===== src/rtl/control_sequencer_pkg.sv =====
// Shared types for the BeeF control path: sequencer states, the control
// bundle handed to the datapath, and the SAFE (no side effect) bundle.
package definitions;

   typedef enum logic [1:0] {
      LOAD_S   = 2'd0,
      CORE_S   = 2'd1,
      BRANCH_S = 2'd2,
      HALT_S   = 2'd3
   } STATE;

   typedef enum logic {
      DISABLE = 1'b0,
      ENABLE  = 1'b1
   } CONTROL;

   typedef enum logic {
      MEM_READ  = 1'b0,
      MEM_WRITE = 1'b1
   } MEM_OP;

   typedef enum logic [1:0] {
      PC_INC    = 2'd0,
      PC_JUMP   = 2'd1,
      PC_BRANCH = 2'd2,
      PC_HOLD   = 2'd3
   } PC_SRC;

   localparam int unsigned MEM_ADDR_W = 16;

   typedef struct packed {
      CONTROL                acc_write;
      CONTROL                stack_write;
      CONTROL                head_write;
      CONTROL                cache_write;
      CONTROL                pc_write;
      CONTROL                loader_select;
      CONTROL                halt;
      MEM_OP                 mem_op;
      logic [MEM_ADDR_W-1:0] mem_addr;
      logic [1:0]            mem_src;
      PC_SRC                 pc_src;
      STATE                  state;
   } control_bundle_s;

   // Wire format of a bundle; identical layout to the struct.
   typedef control_bundle_s control_bundle_f;

   // Bundle that performs no write, no halt and a harmless read, tagged
   // with the current state so the state field never lies.
   function automatic control_bundle_f SAFE_BUNDLE(input STATE cur);
      control_bundle_f b;
      b               = '0;
      b.acc_write     = DISABLE;
      b.stack_write   = DISABLE;
      b.head_write    = DISABLE;
      b.cache_write   = DISABLE;
      b.pc_write      = DISABLE;
      b.loader_select = DISABLE;
      b.halt          = DISABLE;
      b.mem_op        = MEM_READ;
      b.pc_src        = PC_INC;
      b.state         = cur;
      return b;
   endfunction

endpackage


===== src/rtl/control_sequencer_stall_mask.sv =====
// Suppresses every architectural write and the halt request of a bundle
// while memory is not ready; the memory access itself stays presented.
module stall_mask
   import definitions::*;
(
   input  control_bundle_f bundle_i,
   input  logic            stall_i,
   output control_bundle_f bundle_o
);

   // Pass the bundle through, killing writes and halt during a stall.
   always_comb begin
      bundle_o = bundle_i;
      if (stall_i) begin
         bundle_o.acc_write   = DISABLE;
         bundle_o.stack_write = DISABLE;
         bundle_o.head_write  = DISABLE;
         bundle_o.cache_write = DISABLE;
         bundle_o.pc_write    = DISABLE;
         bundle_o.halt        = DISABLE;
      end
   end

endmodule


===== src/rtl/control_sequencer.sv =====
// Top-level control selector: owns the STATE register, picks one control
// bundle per cycle for the datapath, applies memory stalls, latches halt
// and counts retired core instructions with saturation.
module control_sequencer
   import definitions::*;
#(
   parameter bit          BOOT_LOAD = 1'b1,
   parameter int unsigned COUNT_W   = 32
) (
   input  logic               clk,
   input  logic               reset,
   input  control_bundle_f    loader_controls,
   input  control_bundle_f    core_controls,
   input  control_bundle_f    branch_controls,
   input  logic               mem_ready,
   output control_bundle_f    controls,
   output STATE               state,
   output logic               halted,
   output logic [COUNT_W-1:0] retired
);

   localparam STATE RESET_STATE = BOOT_LOAD ? LOAD_S : CORE_S;

   STATE               state_q, state_d;
   logic [COUNT_W-1:0] retired_q, retired_d;

   control_bundle_f    selected;
   control_bundle_f    masked;
   logic               active;
   logic               stall;
   logic               retire_en;

   // Running states are the three that hand control to a unit; anything
   // else (HALT_S or an unexpected encoding) is treated as halted.
   assign active = (state_q == LOAD_S) || (state_q == CORE_S) || (state_q == BRANCH_S);
   assign stall  = active && !mem_ready;

   // Bundle mux: one control unit per state, SAFE when halted.
   always_comb begin
      selected = SAFE_BUNDLE(state_q);
      case (state_q)
         LOAD_S:   selected = loader_controls;
         CORE_S:   selected = core_controls;
         BRANCH_S: selected = branch_controls;
         default:  selected = SAFE_BUNDLE(state_q);
      endcase
   end

   stall_mask u_stall_mask (
      .bundle_i (selected),
      .stall_i  (stall),
      .bundle_o (masked)
   );

   // Reset overrides the datapath bundle so an aborted load or scan
   // cannot issue a partial write in the reset cycle.
   always_comb begin
      controls = masked;
      if (reset) begin
         controls = SAFE_BUNDLE(state_q);
      end
   end

   assign halted  = !reset && !active;
   assign state   = state_q;
   assign retired = retired_q;

   // Next state: halt is absorbing, a stall holds, otherwise follow halt
   // request or the selected unit's requested state.
   always_comb begin
      state_d = state_q;
      if (!active) begin
         state_d = HALT_S;
      end else if (!stall) begin
         if (selected.halt == ENABLE) begin
            state_d = HALT_S;
         end else begin
            state_d = selected.state;
         end
      end
   end

   // Only an unstalled core cycle that advances the PC and does not halt
   // counts as a retired instruction; the count sticks at all-ones.
   always_comb begin
      retire_en = (state_q == CORE_S) && !stall &&
                  (selected.pc_write == ENABLE) && (state_d != HALT_S);
      retired_d = retired_q;
      if (retire_en && !(&retired_q)) begin
         retired_d = retired_q + COUNT_W'(1);
      end
   end

   // State register and retired counter with synchronous reset.
   always_ff @(posedge clk) begin
      if (reset) begin
         state_q   <= RESET_STATE;
         retired_q <= '0;
      end else begin
         state_q   <= state_d;
         retired_q <= retired_d;
      end
   end

endmodule


===== config.mk =====
export PLATFORM = sky130hd
export DESIGN_NAME = control_sequencer
export DESIGN_NICKNAME = d
export VERILOG_FILES = /design/src/rtl/control_sequencer_pkg.sv /design/src/rtl/control_sequencer_stall_mask.sv /design/src/rtl/control_sequencer.sv
export SDC_FILE = /design/constraint.sdc
export NUM_CORES = 1
export LEC_CHECK = 0
export CELL_PAD_IN_SITES_DETAIL_PLACEMENT = 1
export CELL_PAD_IN_SITES_GLOBAL_PLACEMENT = 1
export CORE_MARGIN = 2
export CORE_UTILIZATION = 25
export CTS_CLUSTER_SIZE = 14
export DETAILED_ROUTE_END_ITERATION = 8
export PLACE_DENSITY = 0.76
export REMOVE_ABC_BUFFERS = 1
export SYNTH_ARGS = -nofsm -noshare
export SYNTH_HDL_FRONTEND = slang
export SYNTH_HIERARCHICAL = 1
export SYNTH_SLANG_ARGS = --single-unit
export TNS_END_PERCENT = 30

===== constraint.sdc =====
create_clock -name clk -period 2.1 [get_ports clk]
set_input_delay 0.42 -clock clk [delete_from_list [all_inputs] [get_ports clk]]
set_output_delay 0.42 -clock clk [all_outputs]
set_load 0.01 [all_outputs]

Fig. 1: run 1, cell sizes after repair
Bar = 20 µm.
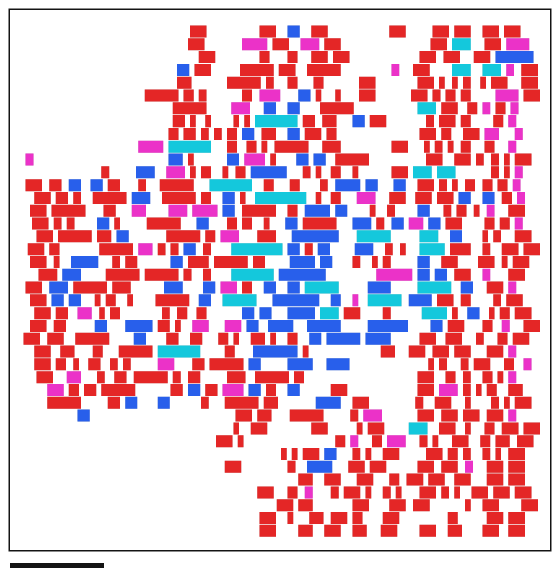
Cyan stands for _6 and larger, cells 23, share 4.0%, most used buf_6. Magenta stands for _2 cells, cells 53, share 9.1%, most used buf_2. Red stands for _0 and _1 cells, cells 413, share 71%, most used clkdlybuf4s50_1. Blue stands for _3 and _4 cells, cells 91, share 16%, most used buf_4.
final setup margin: -0.1487 ns
Area growth syn-to-layout: 78.65%
count of plain and timing-repair buffers in the layout: 231

Fig. 2: run 1, clock distribution
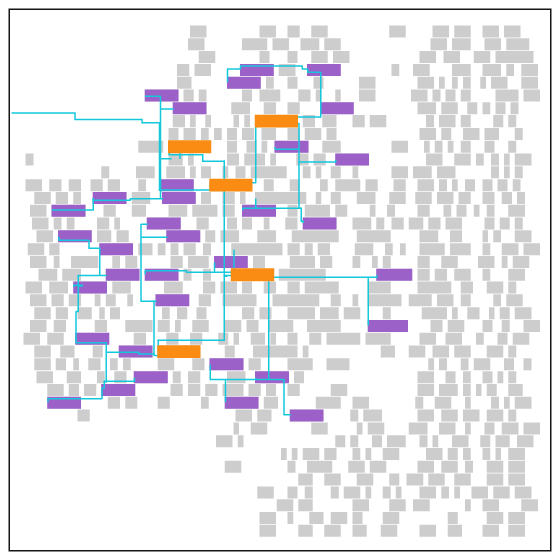
Cyan stands for clock wires, length 557 µm. Orange stands for clock drivers, count 5. Purple stands for flip-flops, count 34.
There are 6 routed clock nets.

Fig. 3: run 1, sequential cells coloured by netlist name
Bar = 20 µm. Other cells in grey.
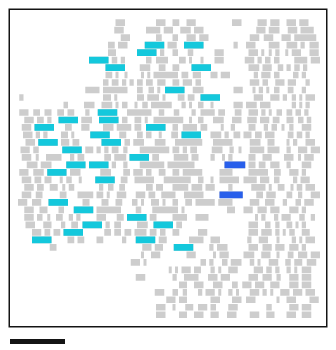
Cyan stands for retired, sequential cells 32. Blue stands for state, sequential cells 2.

==> flow_summary.rst, run 1 <==
Physical design figures
=======================

.. list-table::
   :header-rows: 1

   * - Metric
     - Value
   * - Leakage power total
     - 2.079 nW
   * - Final number of hold-violating endpoints
     - 0
   * - Nets
     - 673
   * - CTS sink count
     - 34
   * - Violated checks
     - negative setup slack
   * - Clock transition at the registers of the reported paths
     - 0.06 ns
   * - Launching element of the worst setup path
     - state[0]
   * - Overall die area
     - 13160 µm²
   * - Logic area
     - 2280 µm²
   * - Layout clock buffer count
     - 5
   * - Depth of the critical timing path with buffers and inverters included
     - 7
   * - Hold Buf Count CTS
     - 0
   * - Layout cell share with drive strength beyond 1
     - 28.79%
   * - Length of routed wiring on met1
     - 5287 µm
   * - Reg-to-reg slack, setup
     - -0.15 ns
   * - Post-synthesis register bit count
     - 34
   * - Cell count after placement
     - 708
   * - Number of library cell types mapped by synthesis
     - 46
   * - Number of instances in the synthesized netlist
     - 392
   * - Finish-stage setup viols
     - 17
   * - Non-clock buffer area fraction after layout
     - 38.63%
   * - Synth area leader
     - sky130_fd_sc_hd__dfxtp_1
   * - Antenna diode count
     - 0
   * - Cell types occupying the most area after synthesis
     - sky130_fd_sc_hd__dfxtp_1, sky130_fd_sc_hd__nor2b_1, sky130_fd_sc_hd__mux2i_1
   * - Largest driver fanout on the critical path
     - 8
   * - Cell group occupying the most layout area
     - combinational gates
   * - Kind of critical path
     - register to register
   * - Top delay family on crit path
     - multiplexers
   * - Slowest library cell on the worst path
     - sky130_fd_sc_hd__dfxtp_4
   * - Min-Delay Path Depth
     - 2
   * - Cell-by-cell listing of the critical path
     - mux2_4 > o22ai_4 > inv_4 > buf_12 > a2111oi_4 > and4_1 > mux2_4
   * - Remaining antenna violation count after routing
     - 0
   * - Number of H-tree branching levels
     - 2
   * - Setup crit end kind
     - register
   * - Iteration tally of the first detailed-router pass
     - 5
   * - Final setup margin
     - -0.1487 ns
   * - Met2 routed wirelength
     - 6748 µm
   * - First-pass GRT wire length
     - 19680 µm
   * - All-layer global routing usage
     - 18.64%
   * - Run status
     - finished, violations left
   * - Final hold slack
     - 0.5268 ns
==> run 1: power by group <==
part           leakage, nW  switching [mW]  total [mW]  internal [mW]
clock network       0.0940           0.307       0.989          0.682
registers            0.275         0.00953       0.659          0.650
logic                 1.71           0.331       0.798          0.467
total                 2.08           0.647        2.45           1.80
==> run 1: worst min path at each step <==
stage	to	slack (ns)	from
final	retired[9]	0.53	retired[9]
after detailed placement	retired[9]	0.50	retired[9]
after global routing	retired[9]	0.56	retired[9]
after global placement	retired[9]	0.48	retired[9]
after floorplan	retired[0]	0.49	reset
after CTS	retired[9]	0.51	retired[9]
==> run 1: flip-flops by register name, indices dropped and copies added (netlist names) <==
register,flops
retired,32
state,2
==> run 1: logic make-up (layout without fill, tap and decap cells) <==
| family | count (synthesis) | in the layout | share of synthesized area, % |
|---|---|---|---|
| AND-OR/OR-AND | 82 | 82 | 18.45 |
| adder cells (fa/ha/maj) | 1 | 1 | 0.4081 |
| buffers and inverters | 55 | 243 | 10.53 |
| flip-flops | 34 | 34 | 22.20 |
| multiplexers | 46 | 46 | 15.88 |
| AND/OR/NAND/NOR | 174 | 174 | 32.53 |
==> run 1: tightest hold or removal path, cell delays in order (launching register included) <==
cell	delay, ns
sky130_fd_sc_hd__dfxtp_1	0.34
sky130_fd_sc_hd__o31ai_1	0.09
sky130_fd_sc_hd__a21oi_2	0.06
==> run 1: placed cells by master (no fill, tap or decap), types with 10 or more instances in the layout <==
cell	instances
sky130_fd_sc_hd__buf_4	59
sky130_fd_sc_hd__a21oi_1	14
sky130_fd_sc_hd__nand2_1	42
sky130_fd_sc_hd__nand3_1	10
sky130_fd_sc_hd__o21ai_0	23
sky130_fd_sc_hd__clkbuf_2	11
sky130_fd_sc_hd__o31ai_1	11
sky130_fd_sc_hd__nor2b_1	47
sky130_fd_sc_hd__mux2i_1	25
sky130_fd_sc_hd__clkdlybuf4s50_1	120
sky130_fd_sc_hd__o21ai_1	10
sky130_fd_sc_hd__buf_2	12
sky130_fd_sc_hd__nor2_1	17
sky130_fd_sc_hd__dfxtp_1	32
==> run 1: synthesized netlist by cell type (all sizes together), types with 3 or more instances <==
library cell  instances
nor2b                49
nand2                42
dfxtp                34
o21ai                34
buf                  31
mux2i                28
clkbuf               20
a21oi                19
mux2                 18
nor2                 17
nand3                12
or4                  12
o31ai                11
and4                  8
and3                  7
nand4                 6
a31oi                 4
and2                  4
inv                   4
nor3                  4
nor4                  4
a2111oi               3
a211oi                3
or3                   3
==> run 1: metal layers <==
metal  GRT usage, %  up-vias
li1               -     1770
met4          3.775        0
met5              0        -
met1          21.28     1763
met2          36.13      130
met3          3.321       12
==> run 1: per-stage QoR <==
stage	setup TNS, ns	cell area, µm²	total power, mW
finish	-1.136	5477	2.446
global route	-3.813	5477	2.545
CTS	-2.438	5356	2.456
detailed placement	-19.39	5055	1.440
global placement	-16.41	5055	1.419
floorplan	-54.06	2760	0.9560
==> run 1: what timing repair did <==
item | CTS | global route
setup endpoints to repair | 61 | 60
pin swaps | 15 | 14
buffers inserted | 7 | 4
resized | 119 | 47
==> run 1 -> run 2 <==
--- a/config.mk
+++ b/config.mk
@@ -5,12 +5,15 @@
 export SDC_FILE = /design/constraint.sdc
 export NUM_CORES = 1
 export LEC_CHECK = 0
+export ABC_AREA = 1
+export ABC_CLOCK_PERIOD_IN_PS = 2100
 export CELL_PAD_IN_SITES_DETAIL_PLACEMENT = 1
 export CELL_PAD_IN_SITES_GLOBAL_PLACEMENT = 1
 export CORE_MARGIN = 2
-export CORE_UTILIZATION = 25
+export CORE_UTILIZATION = 24
 export CTS_CLUSTER_SIZE = 14
 export DETAILED_ROUTE_END_ITERATION = 8
+export GPL_TIMING_DRIVEN = 0
 export PLACE_DENSITY = 0.76
 export REMOVE_ABC_BUFFERS = 1
 export SYNTH_ARGS = -nofsm -noshare
Fig. 4: run 2, clock distribution
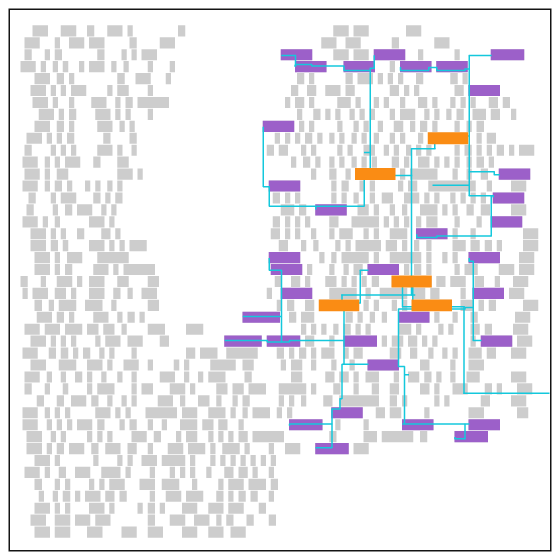
Orange stands for clock drivers, count 5. Purple stands for flip-flops, count 34. Cyan stands for clock wires, length 571 µm.
There are 6 routed clock nets.

==> run 2 against run 1 <==
Against the previous run:
- the run still ends with negative setup slack left
- sequential power increased by 0.9%
- clock skew fell by 0.0040 ns
- worst hold slack worse by 0.058 ns
- die size grew 15%
- routed wire length increased by 23%
- clock power shrank 12%
- critical path depth increased by 4
- global-route usage up 1.9 points
==> flow_summary.rst, run 2 <==
Physical design figures
=======================

.. list-table::
   :header-rows: 1

   * - Metric
     - Value
   * - Run status
     - finished, violations left
   * - Violated checks
     - negative setup slack
   * - Synth area leader
     - sky130_fd_sc_hd__nand2_1
   * - First-pass GRT wire length
     - 24410 µm (+24%)
   * - Layout cell share with drive strength beyond 1
     - 17.26% (-12 points)
   * - Iteration tally of the first detailed-router pass
     - 5 (unchanged)
   * - Logic area
     - 2346 µm² (+2.9%)
   * - Mean instance size in the synthesized netlist
     - 5.463 µm²
   * - Area growth syn-to-layout
     - 64.26%
   * - Number of H-tree branching levels
     - 2 (unchanged)
   * - Clock root buffer master
     - sky130_fd_sc_hd__clkbuf_16
   * - Power after layout
     - 2.629 mW (+7.5%)
   * - Slowest library cell on the worst path
     - sky130_fd_sc_hd__dfxtp_4
   * - Top logic cell by instance count in the layout
     - sky130_fd_sc_hd__nand2_1
   * - Remaining antenna violation count after routing
     - 0 (unchanged)
   * - Ao+oa area frac
     - 5.221% (-13 points)
   * - Overall die area
     - 15150 µm² (+15%)
   * - Clock transition at the registers of the reported paths
     - 0.06 ns (about the same)
   * - Number of instances in the synthesized netlist
     - 623 (+59%)
   * - MUX area fraction
     - 0% (-16 points)
   * - Nets
     - 881 (+31%)
   * - Finish-stage setup viols
     - 1 (-16)
   * - Top delay family on crit path
     - buffers and inverters
   * - Library cell with the highest instance count after synthesis
     - sky130_fd_sc_hd__nand2_1
   * - Post-synthesis register bit count
     - 34 (unchanged)
   * - Most common library cells after synthesis
     - sky130_fd_sc_hd__nand2_1, sky130_fd_sc_hd__nor2_1, sky130_fd_sc_hd__inv_1
   * - Number of library cell types mapped by synthesis
     - 26 (-43%)
   * - Largest driver fanout on the critical path
     - 6 (-2)
   * - Post-detailed-routing wire length
     - 16000 µm
   * - Vertical extent of the die
     - 123.1 µm
   * - Flip-flop count of the largest register, all copies and words added
     - 32 (unchanged)
   * - Cell count after placement
     - 910 (+29%)
   * - Kind of critical path
     - register to output port
   * - Simple-Gate Fraction of Synth Area
     - 52.68% (+20 points)
   * - Prevailing logic family in the synthesized netlist
     - simple AND/OR/NAND/NOR gates
   * - Cell-by-cell listing of the critical path
     - buf_6 > nor2_4 > buf_12 > buf_6 > nand2_4 > nand3_2 > inv_1 > nor2_1 > inv_1 > nor2_1 > buf_2
   * - XOR/XNOR Fraction of Synth Area
     - 3.860% (+3.9 points)
   * - Final setup margin
     - -0.03040 ns (+0.1183 ns)
   * - CTS sink count
     - 34 (unchanged)
   * - Cell types occupying the most area after synthesis
     - sky130_fd_sc_hd__nand2_1, sky130_fd_sc_hd__dfxtp_1, sky130_fd_sc_hd__nor2_1
   * - Final number of hold-violating endpoints
     - 0 (unchanged)
   * - All-layer global routing usage
     - 20.59% (+1.9 points)
   * - CTS tree
     - done
   * - Most used cells in the layout excluding fill and tap cells
     - sky130_fd_sc_hd__nand2_1, sky130_fd_sc_hd__clkdlybuf4s50_1, sky130_fd_sc_hd__nor2_1, sky130_fd_sc_hd__inv_1, sky130_fd_sc_hd__nand3_1
   * - Antenna diode count
     - 0 (unchanged)
   * - Leakage power total
     - 2.281 nW (+9.7%)
==> run 2: cell types whose count changed in the layout (fill, tap and decap cells not counted), sizes merged, moves of 22 or more <==
cell	before	now
nand2	42	236
buf	87	65
nor2	17	98
nand4	6	32
nor2b	49	0
inv	4	68
nand3	12	54
o21ai	34	2
mux2i	28	0
==> run 2: routing by layer <==
metal / vias to the layer above / share of wire (%) / GRT usage (%)
li1: 2269 / - / -
met1: 2181 / 36 / 20.77
met2: 170 / 52 / 39.02
met3: 36 / 8.6 / 6.873
met4: 0 / 3.2 / 7.528
met5: - / 0 / 0
==> run 2: path summary, 6_finish.rpt <==
path	slack [ns]	cells after the start	to	from
max	-0.03	11	controls[28]	state[1]
min	0.47	2	retired[18]	reset
min reg2reg	0.50	2	retired[1]	retired[1]
max reg2reg	0.07	6	retired[2]	retired[21]
==> run 2: cell families (layout without fill, tap and decap cells) <==
kind of cell	count (synthesis)	in the layout
and+or+nand+nor	418	426
buffers and inverters	120	277
AOI/OAI and AO/OA	35	35
DFF	34	34
xor gates and xnor gates	15	15
adders and majority gates	1	1
==> run 2: what timing repair did <==
action,4_1_cts,5_1_grt
resized,107,61
setup buffers,29,13
endpoints found under the setup margin,63,62
hold buffers,0,0
cloned,7,1
pin swaps,7,14
==> run 2: power by group <==
part           internal (mW)  total (mW)  switching [mW]
Combinational          0.541        1.09           0.551
Sequential             0.652       0.665          0.0126
Clock                  0.560       0.872           0.312
==> run 2: area by class of cell <==
class,count,area share (%)
clock buffers,5,2.238
well taps,180,4.029
flip-flops and latches,34,12.44
multi-input cells,477,41.97
repair buffers,201,33.91
clock inverters,3,0.8057
inverters,68,4.611
==> run 2: through the flow <==
stage	area [µm²]	utilization [%]	setup slack (ns)
after detailed placement	4880	35.15	-1.505
after floorplan	3050	-	-0.3837
after global routing	5590	40.27	-0.1346
final	5590	40.27	-0.03040
after CTS	5413	38.99	-0.2180
after global placement	4847	34.92	-2.226
==> run 2 -> run 3 <==
--- a/config.mk
+++ b/config.mk
@@ -9,6 +9,7 @@
 export ABC_CLOCK_PERIOD_IN_PS = 2100
 export CELL_PAD_IN_SITES_DETAIL_PLACEMENT = 1
 export CELL_PAD_IN_SITES_GLOBAL_PLACEMENT = 1
+export CORE_ASPECT_RATIO = 1.75
 export CORE_MARGIN = 2
 export CORE_UTILIZATION = 24
 export CTS_CLUSTER_SIZE = 14
Fig. 5: run 3, placement by cell class
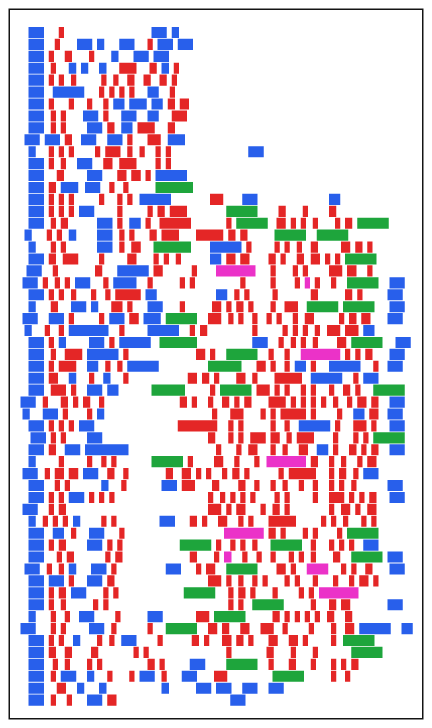
Red stands for combinational and other logic, cells 543. Blue stands for other buffers and delay cells, cells 194. Green stands for flops, cells 34. Magenta stands for clock drivers and dummy loads, cells 8.

==> run 3 against run 2 <==
Against the previous run:
- the run still ends with negative setup slack left
- routed wire length rose by 3.0%
- clock skew rose by 0.0014 ns
- sequential cell count did not move
- utilization fell by 0.37 points
- sequential share of layout area rose by 0.070 points
- final cell count fell by 1.2%
- clock power fell by 11%
- first-iteration DRC count fell by 20%
- worst hold slack improved by 0.040 ns
- design area fell by 0.74%
- largest power group unchanged
- highest routed layer unchanged
==> flow_summary.rst, run 3 <==
Physical design figures
=======================

.. list-table::
   :header-rows: 1

   * - Metric
     - Value
   * - Run status
     - finished, violations left
   * - Violated checks
     - negative setup slack
   * - Library cell with the highest instance count after synthesis
     - sky130_fd_sc_hd__nand2_1
   * - Number of H-tree branching levels
     - 2 (unchanged)
   * - Kind of critical path
     - register to output port
   * - Final setup margin
     - -0.05324 ns (-0.02285 ns)
   * - Length of routed wiring on met1
     - 5501 µm (-5.4%)
   * - Post-detailed-routing wire length
     - 16480 µm (+3.0%)
   * - Part of the total power dissipated in the clock network
     - 30.6% (-2.6 points)
   * - Switching Share
     - 34.53% (+1.2 points)
   * - Overall die area
     - 15190 µm² (+0.25%)
   * - All-layer global routing usage
     - 20.70% (+0.11 points)
   * - CTS tree
     - done
   * - Number of instances in the synthesized netlist
     - 623 (unchanged)
   * - Highest metal layer with signal wires
     - met4
   * - Met2 routed wirelength
     - 8993 µm (+8.3%)
   * - Most common library cells after synthesis
     - sky130_fd_sc_hd__nand2_1, sky130_fd_sc_hd__nor2_1, sky130_fd_sc_hd__inv_1
   * - Cell count after placement
     - 907 (-0.33%)
   * - Iteration tally of the first detailed-router pass
     - 4 (-1)
   * - Power after layout
     - 2.531 mW (-3.7%)
   * - Largest driver fanout on the critical path
     - 6 (unchanged)
   * - Post-synthesis register bit count
     - 34 (unchanged)
   * - Internal power
     - 1.657 mW (-5.5%)
   * - Area growth syn-to-layout
     - 63.05%
   * - Finish-stage setup viols
     - 12 (+11)
   * - Most used cells in the layout excluding fill and tap cells
     - sky130_fd_sc_hd__nand2_1, sky130_fd_sc_hd__clkdlybuf4s50_1, sky130_fd_sc_hd__nor2_1, sky130_fd_sc_hd__inv_1, sky130_fd_sc_hd__nand3_1
   * - Reg-to-reg slack, setup
     - 0.13 ns (+0.06 ns)
## run 3: per-stage QoR
step	setup TNS, ns	cell area [µm²]	hold WS, ns	setup WS, ns	util, %
6_report	-0.2748	5549	0.5088	-0.05324	39.90
5_1_grt	-1.880	5549	0.5393	-0.1638	39.90
4_1_cts	-0.2762	5384	0.5210	-0.08732	38.71
3_5_place_dp	-58.91	4876	0.5123	-1.424	35.06
3_3_place_gp	-98.58	4843	0.4991	-2.302	34.83
2_1_floorplan	-17.07	3050	0.4891	-0.3837	-
## run 3: worst max path at each step
stage	from	end	slack, ns	cells after the start
global placement	reset	controls[1]	-2.30	4
floorplan	state[0]	retired[0]	-0.38	7
CTS	state[1]	controls[25]	-0.09	10
finish	state[1]	controls[27]	-0.05	11
global route	state[0]	controls[27]	-0.16	11
detailed placement	state[0]	retired[0]	-1.42	7
## run 3: repair_timing
| action | 4_1_cts | 5_1_grt |
|---|---|---|
| setup endpoints to repair | 63 | 60 |
| cloned | 6 | 2 |
| resized | 142 | 29 |
| pin swaps | 9 | 7 |
| setup buffers | 26 | 7 |
## run 3: critical path: stages (launching register included)
cell and delay [ns]:
sky130_fd_sc_hd__dfxtp_4 0.36, sky130_fd_sc_hd__buf_6 0.13, sky130_fd_sc_hd__nor2_4 0.17, sky130_fd_sc_hd__buf_12 0.14, sky130_fd_sc_hd__buf_12 0.10, sky130_fd_sc_hd__nand2_1 0.05
sky130_fd_sc_hd__nand3_1 0.07, sky130_fd_sc_hd__inv_1 0.04, sky130_fd_sc_hd__nor2_1 0.08, sky130_fd_sc_hd__inv_1 0.05, sky130_fd_sc_hd__nor2_1 0.09, sky130_fd_sc_hd__buf_2 0.15
## run 3: layer usage
metal / global-route usage [%] / vias up
met4: 9.684 / 0
li1: - / 2247
met2: 39.87 / 197
met1: 19.50 / 2233
met3: 5.690 / 41
met5: 0 / -
## run 3: final cells by class
class                   count  area (µm²)
repair buffers            194        1919
flip-flops and latches     34       694.4
clock inverters             1       5.005
well taps                 177       221.5
fillers                  1829        8358
multi-input cells         475        2303
inverters                  68       262.8
clock buffers               7       142.6
## run 3: cells by family after synthesis
kind of cell	synth area share (%)
xor+xnor	3.860
fa+ha+maj	0.3676
buf+inv	17.87
flops	20.00
compound gates	5.221
simple gates	52.68
## run 3: power by group through the flow
stage / Combinational [mW] / Sequential, mW / Clock (mW)
5_1_grt: 1.18 / 0.665 / 0.808
2_1_floorplan: 0.366 / 0.683 / 0
3_3_place_gp: 0.805 / 0.684 / 0
4_1_cts: 0.997 / 0.664 / 0.785
6_report: 1.09 / 0.664 / 0.774
3_5_place_dp: 0.831 / 0.685 / 0

==> screenshots <==
The clock network.
panel A
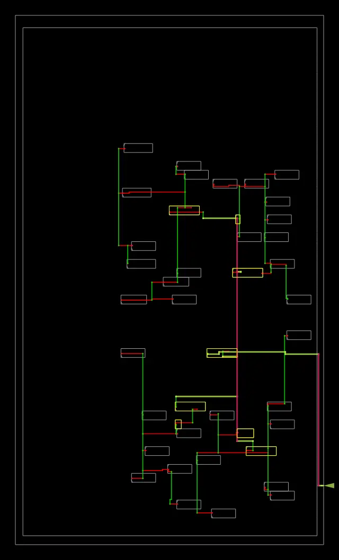
panel B
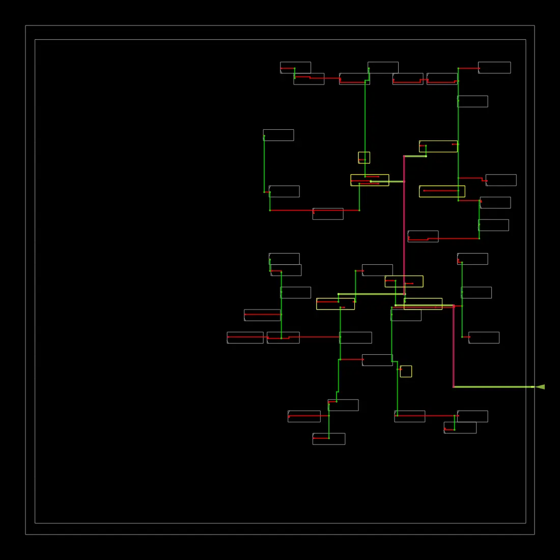
panel C
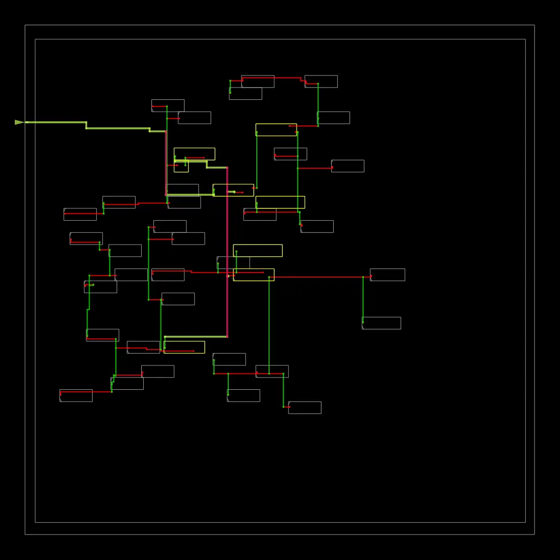
Panel C is run 1.
Panel B is run 2.
Panel A is run 3.

Power is estimated from default activity; no workload was simulated.
